File: config.mk
export PLATFORM = sky130hd
export DESIGN_NAME = audio_i2s_tx
export DESIGN_NICKNAME = d
export VERILOG_FILES = /design/src/rtl/audio_i2s_tx.sv
export SDC_FILE = /design/constraint.sdc
export NUM_CORES = 1
export LEC_CHECK = 0
export CAP_MARGIN = 20
export CORE_ASPECT_RATIO = 0.75
export CORE_MARGIN = 1
export CORE_UTILIZATION = 48
export DETAILED_ROUTE_END_ITERATION = 8
export PLACE_DENSITY_LB_ADDON = 0.3
export REMOVE_ABC_BUFFERS = 1
export SLEW_MARGIN = 20
export SYNTH_ARGS = -nofsm -noshare
export SYNTH_HDL_FRONTEND = slang
export SYNTH_SLANG_ARGS = --single-unit
export TNS_END_PERCENT = 100
File: constraint.sdc
create_clock -name audio_clk -period 3.35 [get_ports audio_clk]
set_input_delay 0.5025 -clock audio_clk [delete_from_list [all_inputs] [get_ports audio_clk]]
set_output_delay 0.5025 -clock audio_clk [all_outputs]
set_load 0.005 [all_outputs]
File: src/rtl/audio_i2s_tx.sv
// Stereo I2S transmitter: {L,R} sample FIFO feeding a 32-sclk-per-frame serialiser.
// The bit clock is divided from audio_clk; the FIFO is popped only at frame start.
module audio_i2s_tx #(
    parameter int unsigned SCLK_HALF = 4,
    parameter int unsigned DEPTH     = 4
) (
    input  logic                     audio_clk,
    input  logic                     rst_n,
    input  logic                     enable,
    input  logic [15:0]              sample_l,
    input  logic [15:0]              sample_r,
    input  logic                     sample_valid,
    output logic                     sample_ready,
    output logic [$clog2(DEPTH):0]   fifo_level,
    output logic                     underrun,
    input  logic                     underrun_clr,
    output logic                     i2s_sclk,
    output logic                     i2s_lrclk,
    output logic                     i2s_sda
);

    localparam int unsigned AW = $clog2(DEPTH);
    localparam int unsigned LW = AW + 1;
    localparam int unsigned DW = (SCLK_HALF > 1) ? $clog2(SCLK_HALF) : 1;

    localparam logic [DW-1:0] DivMax  = DW'(SCLK_HALF - 1);
    localparam logic [LW-1:0] LvlFull = LW'(DEPTH);

    typedef enum logic [0:0] {StIdle, StRun} state_e;

    state_e          state_q, state_d;
    logic [DW-1:0]   div_q, div_d;
    logic [4:0]      bit_q, bit_d;
    logic            sclk_q, sclk_d;
    logic            lrclk_q, lrclk_d;
    logic            sda_q, sda_d;
    logic [31:0]     shift_q, shift_d;
    logic            underrun_q, underrun_d;
    logic [AW-1:0]   wr_ptr_q, wr_ptr_d;
    logic [AW-1:0]   rd_ptr_q, rd_ptr_d;
    logic [LW-1:0]   level_q, level_d;
    logic [31:0]     mem_q [DEPTH];

    logic push;
    logic pop;
    logic urun_set;

    assign sample_ready = (level_q != LvlFull);
    assign push         = sample_valid && sample_ready;

    always_comb begin
        state_d  = state_q;
        div_d    = div_q;
        bit_d    = bit_q;
        sclk_d   = sclk_q;
        lrclk_d  = lrclk_q;
        sda_d    = sda_q;
        shift_d  = shift_q;
        pop      = 1'b0;
        urun_set = 1'b0;

        unique case (state_q)
            StIdle: begin
                div_d   = '0;
                bit_d   = 5'd31;
                sclk_d  = 1'b0;
                lrclk_d = 1'b0;
                sda_d   = 1'b0;
                if (enable) begin
                    state_d = StRun;
                end
            end
            StRun: begin
                if (div_q == DivMax) begin
                    div_d  = '0;
                    sclk_d = ~sclk_q;
                    if (sclk_q) begin
                        bit_d = bit_q + 5'd1;
                        // Frame boundary: the only point where enable is honoured and the FIFO pops
                        if (bit_q == 5'd31) begin
                            if (!enable) begin
                                state_d = StIdle;
                                bit_d   = 5'd31;
                                lrclk_d = 1'b0;
                                sda_d   = 1'b0;
                            end else if (level_q != '0) begin
                                pop     = 1'b1;
                                shift_d = mem_q[rd_ptr_q];
                            end else begin
                                shift_d  = '0;
                                urun_set = 1'b1;
                            end
                        end
                        if (state_d == StRun) begin
                            sda_d   = shift_d[5'd31 - bit_d];
                            lrclk_d = (bit_d >= 5'd15) && (bit_d <= 5'd30);
                        end
                    end
                end else begin
                    div_d = div_q + DW'(1);
                end
            end
            default: state_d = StIdle;
        endcase
    end

    always_comb begin
        wr_ptr_d = wr_ptr_q + AW'(push);
        rd_ptr_d = rd_ptr_q + AW'(pop);
        level_d  = level_q;
        if (push && !pop) begin
            level_d = level_q + LW'(1);
        end else if (!push && pop) begin
            level_d = level_q - LW'(1);
        end
        // A set in the same cycle as a clear takes priority
        underrun_d = urun_set ? 1'b1 : (underrun_clr ? 1'b0 : underrun_q);
    end

    always_ff @(posedge audio_clk or negedge rst_n) begin
        if (!rst_n) begin
            state_q    <= StIdle;
            div_q      <= '0;
            bit_q      <= 5'd31;
            sclk_q     <= 1'b0;
            lrclk_q    <= 1'b0;
            sda_q      <= 1'b0;
            shift_q    <= '0;
            underrun_q <= 1'b0;
            wr_ptr_q   <= '0;
            rd_ptr_q   <= '0;
            level_q    <= '0;
        end else begin
            state_q    <= state_d;
            div_q      <= div_d;
            bit_q      <= bit_d;
            sclk_q     <= sclk_d;
            lrclk_q    <= lrclk_d;
            sda_q      <= sda_d;
            shift_q    <= shift_d;
            underrun_q <= underrun_d;
            wr_ptr_q   <= wr_ptr_d;
            rd_ptr_q   <= rd_ptr_d;
            level_q    <= level_d;
        end
    end

    // Storage needs no reset: the pointers and level define which entries are live
    always_ff @(posedge audio_clk) begin
        if (push) begin
            mem_q[wr_ptr_q] <= {sample_l, sample_r};
        end
    end

    assign fifo_level = level_q;
    assign underrun   = underrun_q;
    assign i2s_sclk   = sclk_q;
    assign i2s_lrclk  = lrclk_q;
    assign i2s_sda    = sda_q;

endmodule

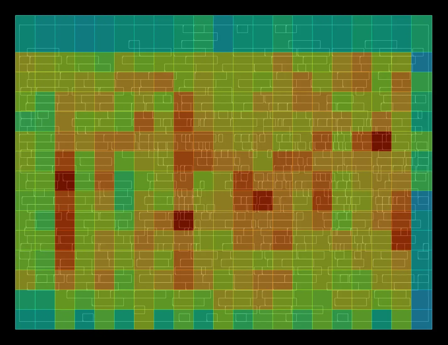
Fig. 1. Congestion heat map (run 1).
Layout Utilization: 59.2%
GRT Util Overall: 20.9%
WL per Instance: 21.6 um
grt met3 use: 4.27%
met1 global-route usage: 30.0%

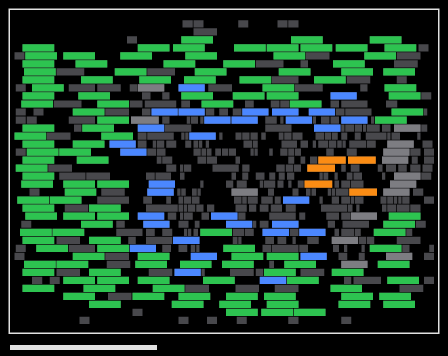
Fig. 2. Sequential cells colored by netlist name (run 1).
The bar under the picture is 50 um long. Other sequential cells in the stronger gray, the rest of the logic in the fainter gray.
- green: mem_q (flops 128; where spread over the die)
- orange: bit_q (flops 5; where east)
- blue: shift_q (flops 32; where center)
- not colored: 14

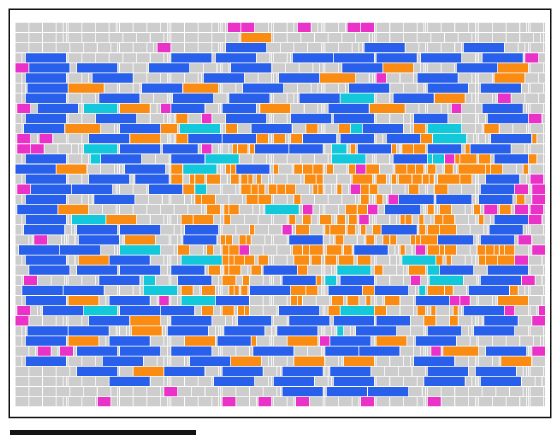
Fig. 3. Cell classes on the final placement (run 1).
The bar under the picture is 50 um long. Fill, decap, tap and diode cells in gray.
- orange: combinational and other logic (cells 233)
- blue: sequential cells (cells 179)
- cyan: clock drivers and dummy loads (cells 31)
- magenta: remaining buffers and delay cells (cells 66)
design area: 0.00873 mm2
flop share of the area: 58.8%
row count: 38
Core Footprint: 0.0147 mm2

==> impl_metrics.py, run 1 <==
# Physical implementation metrics
metrics = {
    "run_status": {
        "outcome": "finished clean",
    },
    "finish": {
        "final_cell_mix": "edfxtp_1 (128), dfrtp_1 (45), clkdlybuf4s50_1 (43), nand2_1 (31)",
        "logic_area_mm2": 0.00213,
        "ff_count": 179,
        "lay_top_count": "edfxtp_1",
        "clk_share_pct": 6.88,
        "area_growth_pct": 18.2,
        "inv_count": 5,
        "nClkBuffers": 18,
    },
    "power": {
        "power_mw": 5.48,
        "power_density_mw_per_mm2": 627,
        "p_seq_share_pct": 52.5,
        "p_int_mw": 4.17,
        "p_sw_mw": 1.31,
        "switching_share_pct": 23.9,
    },
    "routing": {
        "postRouteAntennaNets": 0,
        "initialDrtViolationCount": 350,
        "dr.pass1.iters": 5,
        "num_vias": 4192,
        "dr.max_layer_used": "met4",
        "wl_met3_um": 700,
        "wl_met2_um": 7060,
        "m1WireLength_um": 7320,
    },
    "final_timing": {
        "tns_ns": 0,
        "tightest_slew_ns": 0.640,
        "hold_violations": 0,
        "slew_violations": 0,
        "slew_headroom_pct": 57.4,
        "hold_slack_ns": 0.0447,
        "finalClockPeriodUsage_pct": 93.0,
        "final-setup-viol-count": 0,
        "fin_crit_ns": 3.11,
        "setup_ws_ns": 0.236,
        "max_freq_mhz": 321,
    },
    "worst_setup_path": {
        "timing.rr.start": "bit_q[1]$_DFFE_PN1P_",
        "r2r_end": "i2s_sda$_DFFE_PN0P_",
        "cp-startpoint": "bit_q[1]$_DFFE_PN1P_",
        "cpPeakStageDelay_ns": 0.54,
        "cp-endpoint": "i2s_sda$_DFFE_PN0P_",
        "critPathTopFamily": "AND-OR/OR-AND gates",
        "worst-endpoint-required_ns": 3.66,
        "endpoint_kind": "register",
    },
    "clocking": {
        "root_buffer": "clkbuf_16",
        "clk_latency_ns": 0.42,
        "clock_sinks": 179,
        "cts_inserted_buffers": 17,
        "htreeDepth": 4,
        "ctsResizeCount": 0,
    },
    "global_route": {
        "grt_pass1_wl_um": 24300,
    },
    "placement": {
        "dp_hpwl_um": 10100,
        "post-place-ws_ns": 0.232,
    },
    "synthesis": {
        "ff_type": "edfxtp_1",
        "synth-async-reset-ratio_pct": 28.5,
        "ys_top_cells_by_count": "edfxtp_1 (128), dfrtp_1 (46), nand2_1 (33)",
        "syn_area_mm2": 0.00738,
        "synth-edff-count": 128,
        "ys_warn_count": 0,
        "area_leaders": "edfxtp_1 (52%), dfrtp_1 (16%), mux4_2 (7.9%), a22o_1 (3.1%), mux4_1 (2.1%)",
        "ys_chip_area_mm2": 0.00738,
    },
    "die": {
        "chip_area_mm2": 0.0159,
        "die_h_um": 109,
    },
}
run 1: power groups by stage:
stage | combinational (mW) | sequential, mW | clock [mW]
3_5_place_dp | 0.594 | 2.92 | 0
4_1_cts | 0.597 | 2.88 | 2.05
3_3_place_gp | 0.566 | 2.90 | 0
2_1_floorplan | 0.296 | 2.90 | 0
6_report | 0.583 | 2.87 | 2.02
5_1_grt | 0.633 | 2.91 | 2.14
run 1: state kept, by name, summed over array words and instances (netlist names):
signal / cells
underrun: 1
wr_ptr_q: 2
bit_q: 5
i2s_sda: 1
fifo_level: 3
i2s_lrclk: 1
shift_q: 32
div_q: 2
i2s_sclk: 1
rd_ptr_q: 2
mem_q: 128
state_q: 1
run 1: worst min-delay path by stage:
stage | startpoint | cells past startpoint | end
final | rst_n | 1 | i2s_sclk$_DFFE_PN0P_
after global routing | rst_n | 1 | i2s_sclk$_DFFE_PN0P_
after CTS | rst_n | 1 | i2s_sclk$_DFFE_PN0P_
after detailed placement | div_q[0]$_DFF_PN0_ | 1 | div_q[0]$_DFF_PN0_
after global placement | div_q[0]$_DFF_PN0_ | 1 | div_q[0]$_DFF_PN0_
after floorplan | rst_n | 0 | div_q[0]$_DFF_PN0_
run 1: kinds of logic after synthesis:
logic type | count (synthesis) | share of synthesized area, %
AND-OR/OR-AND | 93 | 10.1
XOR/XNOR | 9 | 1.07
adder cells (fa/ha/maj) | 7 | 1.29
buffers and inverters | 29 | 1.97
flip-flops | 179 | 69.4
multiplexers | 40 | 11.3
AND/OR/NAND/NOR | 79 | 4.91
run 1: routing by layer:
metal | track usage (%) | up-vias
li1 | - | 1888
met1 | 30.0 | 2162
met2 | 32.6 | 123
met3 | 4.27 | 19
met4 | 6.32 | 0
met5 | 0 | -
Fig. 4: run 1, signal wires by layer
The bar under the picture is 50 um long. Two of the layers only.
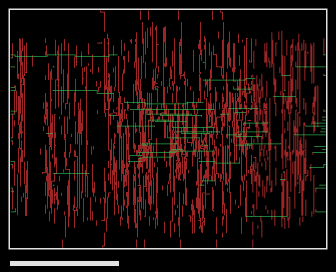

==> run 2, diff against run 1 <==
Settings changed: CORE_UTILIZATION 48 to 25, SKIP_LAST_GASP set to 1.
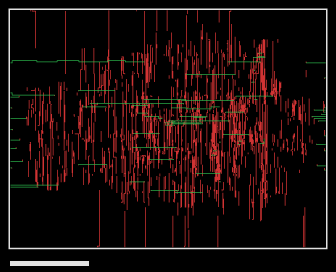
Fig. 5. Signal wires by layer (run 2).
The bar under the picture is 50 um long. Two of the layers only.
- green: metal 3 (wire length 859 um)
- red: metal 2 (wire length 7,800 um)

==> run 2 against run 1 <==
  * Sequential power is essentially flat
  * Highest routed layer unchanged
  * Flip-flop count unchanged
  * Wire length up 11%
  * Cell count grew 27%
  * Area after synthesis is the same
==> impl_metrics.py, run 2 <==
# Physical implementation metrics
metrics = {
    "run_status": {
        "outcome": "finished clean",
    },
    "final_timing": {
        "tns_ns": 0,
        "hold_slack_ns": 0.443,
        "final-setup-viol-count": 0,
        "slew_violations": 0,
        "max_freq_mhz": 330,
        "slew_headroom_pct": 57.7,
        "setup_ws_ns": 0.319,
        "fin_crit_ns": 3.03,
        "hold_violations": 0,
        "tightest_slew_ns": 0.633,
        "finalClockPeriodUsage_pct": 90.5,
    },
    "worst_setup_path": {
        "endpoint_kind": "register",
        "startpoint_type": "register",
        "reg2reg_depth": 10,
        "cp-startpoint": "bit_q[1]$_DFFE_PN1P_",
        "r2r_end": "i2s_sda$_DFFE_PN0P_",
        "cpMaxStageDelayCell": "dfstp_2",
        "critical_path.most_common_cell": "ha_1",
        "timing.rr.start": "bit_q[1]$_DFFE_PN1P_",
        "critPathTopFamily": "AND-OR/OR-AND gates",
        "crit_fanout": 11,
        "path_buffers": 0,
        "cpPeakStageDelay_ns": 0.54,
        "cp-endpoint": "i2s_sda$_DFFE_PN0P_",
        "cp.depth": 10,
        "worst-endpoint-required_ns": 3.66,
    },
    "finish": {
        "largest_register_ffs": 128,
        "drive_gt1_share_pct": 19.4,
        "top_regs": "mem_q: 128 flops, shift_q: 32 flops, bit_q: 5 flops",
        "top_register": "mem_q",
        "nNetsFinal": 542,
        "final_cell_mix": "edfxtp_1 (128), dfrtp_1 (45), clkdlybuf4s50_1 (43), nand2_1 (32)",
        "fin_area_mm2": 0.00899,
        "lay_top_count": "edfxtp_1",
        "instances_no_fill": 902,
        "final_core_util_pct": 31.0,
        "area_growth_pct": 21.8,
    },
    "power": {
        "power_mw": 5.54,
        "power_density_mw_per_mm2": 616,
    },
    "routing": {
        "initialDrtViolationCount": 246,
        "postRouteAntennaNets": 0,
        "drcViolationCount": 0,
        "wl_met2_um": 7800,
        "num_vias": 4153,
        "avgViaCountPerCell": 4.60,
        "avgRoutedWirePerCell_um": 18.9,
        "dr.max_layer_used": "met4",
        "m1WireLength_um": 8260,
        "dr.pass1.iters": 4,
        "wl_met3_um": 858,
        "routed_wl_um": 17000,
    },
    "synthesis": {
        "synth_area_per_cell_um2": 16.9,
        "syn_area_mm2": 0.00738,
        "ys_cells": 436,
        "synth-async-reset-ratio_pct": 28.5,
        "yosysMostFrequentCell": "edfxtp_1",
        "ys_top_cells_by_count": "edfxtp_1 (128), dfrtp_1 (46), nand2_1 (33)",
        "ff_type": "edfxtp_1",
        "yosysTopAreaCell": "edfxtp_1",
        "area_leaders": "edfxtp_1 (52%), dfrtp_1 (16%), mux4_2 (7.9%), a22o_1 (3.1%), mux4_1 (2.1%)",
        "synth-edff-count": 128,
        "ys_chip_area_mm2": 0.00738,
        "ys_warn_count": 0,
    },
    "global_route": {
        "use_met3_pct": 3.36,
        "grt_pass1_wl_um": 27100,
        "grt_max_degree": 33,
        "grt_pass1_vias": 4481,
        "grt.total_usage_pct": 12.1,
        "grt_overflow": 0,
        "grt_busiest_layer": "met2",
        "met1_usage_pct": 17.2,
        "grt_use_met2_pct": 18.0,
    },
    "die": {
        "core_area_mm2": 0.0291,
        "fp-row-count": 54,
        "fp_util_pct": 25.4,
        "pin_count": 45,
        "die_h_um": 151,
        "chip_area_mm2": 0.0302,
    },
    "clocking": {
        "cts_inserted_buffers": 17,
        "clock_sinks": 179,
        "cts_max_path_buffers": 2,
        "root_buffer": "clkbuf_16",
        "htreeDepth": 4,
        "clk_latency_ns": 0.43,
    },
    "placement": {
        "post-place-ws_ns": 0.159,
        "dp_hpwl_um": 11400,
    },
    "min_path": {
        "holdCritStartpoint": "div_q[0]$_DFF_PN0_",
    },
    "flow_run": {
        "maxCapViolCount": 0,
    },
}
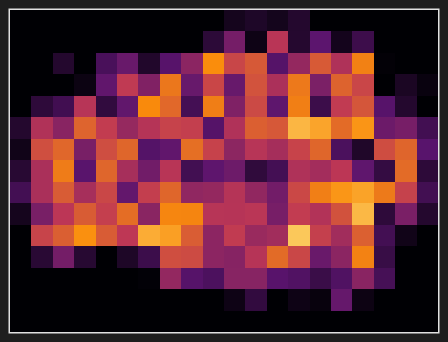
Fig. 6. Cell area per tile (run 2).
The die is cut into 20 by 15 equal tiles; black is low, pale yellow is high, 0 to 100% covered.
- fullest tile: 88%
- mean over tiles: 28%
- emptiest ninth of the die: north-west
- nearly empty tiles: 30%

-- run 2: cell counts after synthesis --
Identical to the previous run, type by type.
-- run 2: worst min path at each step --
| stage | depth (start not counted) | endpoint | slack, ns |
|---|---|---|---|
| floorplan | 0 | div_q[0]$_DFF_PN0_ | 0.21 |
| global placement | 1 | i2s_sclk$_DFFE_PN0P_ | 0.42 |
| detailed placement | 1 | div_q[1]$_DFF_PN0_ | 0.42 |
| CTS | 1 | div_q[0]$_DFF_PN0_ | 0.45 |
| global route | 1 | div_q[0]$_DFF_PN0_ | 0.47 |
| finish | 1 | div_q[0]$_DFF_PN0_ | 0.44 |
-- run 2: worst reg2reg max path, stage by stage (launching register included) --
cell and delay, ns:
dfstp_2 0.54, ha_1 0.18, and3_1 0.17, ha_1 0.37, nand2b_1 0.24, nand2_2 0.25, mux2_2 0.36, a221oi_1 0.29
a311o_1 0.16, o211ai_1 0.09, a32o_1 0.27
-- run 2: kinds of logic after synthesis --
family	count (synthesis)	share of synthesized area, %
and+or+nand+nor	79	4.91
muxes	40	11.3
DFF	179	69.4
AOI/OAI and AO/OA	93	10.1
xor gates and xnor gates	9	1.07
buffers and inverters	29	1.97
adders and majority gates	7	1.29
-- run 2: report_power, final --
group          internal, mW  total, mW  switching, mW  leakage, nW
sequential             2.76       2.88          0.119         1.84
combinational         0.226      0.585          0.359        0.989
clock                  1.25       2.08          0.833        0.286
-- run 2: layout make-up --
cell class	instances	area [um2]	share of cell area (%)
Clock buffer	19	433	4.81
Sequential cell	179	5130	57.0
Clock inverter	12	181	2.02
Multi-Input combinational cell	228	2130	23.7
Tap cell	392	490	5.45
Timing Repair Buffer	67	611	6.79
Inverter	5	18.8	0.209
-- run 2: what timing repair did --
item,CTS,global route
hold buffers,1,0
resized,0,2
setup endpoints to repair,0,1
hold endpoints to repair,11,0
No activity file was given, so power comes from the tool's default toggle rates.
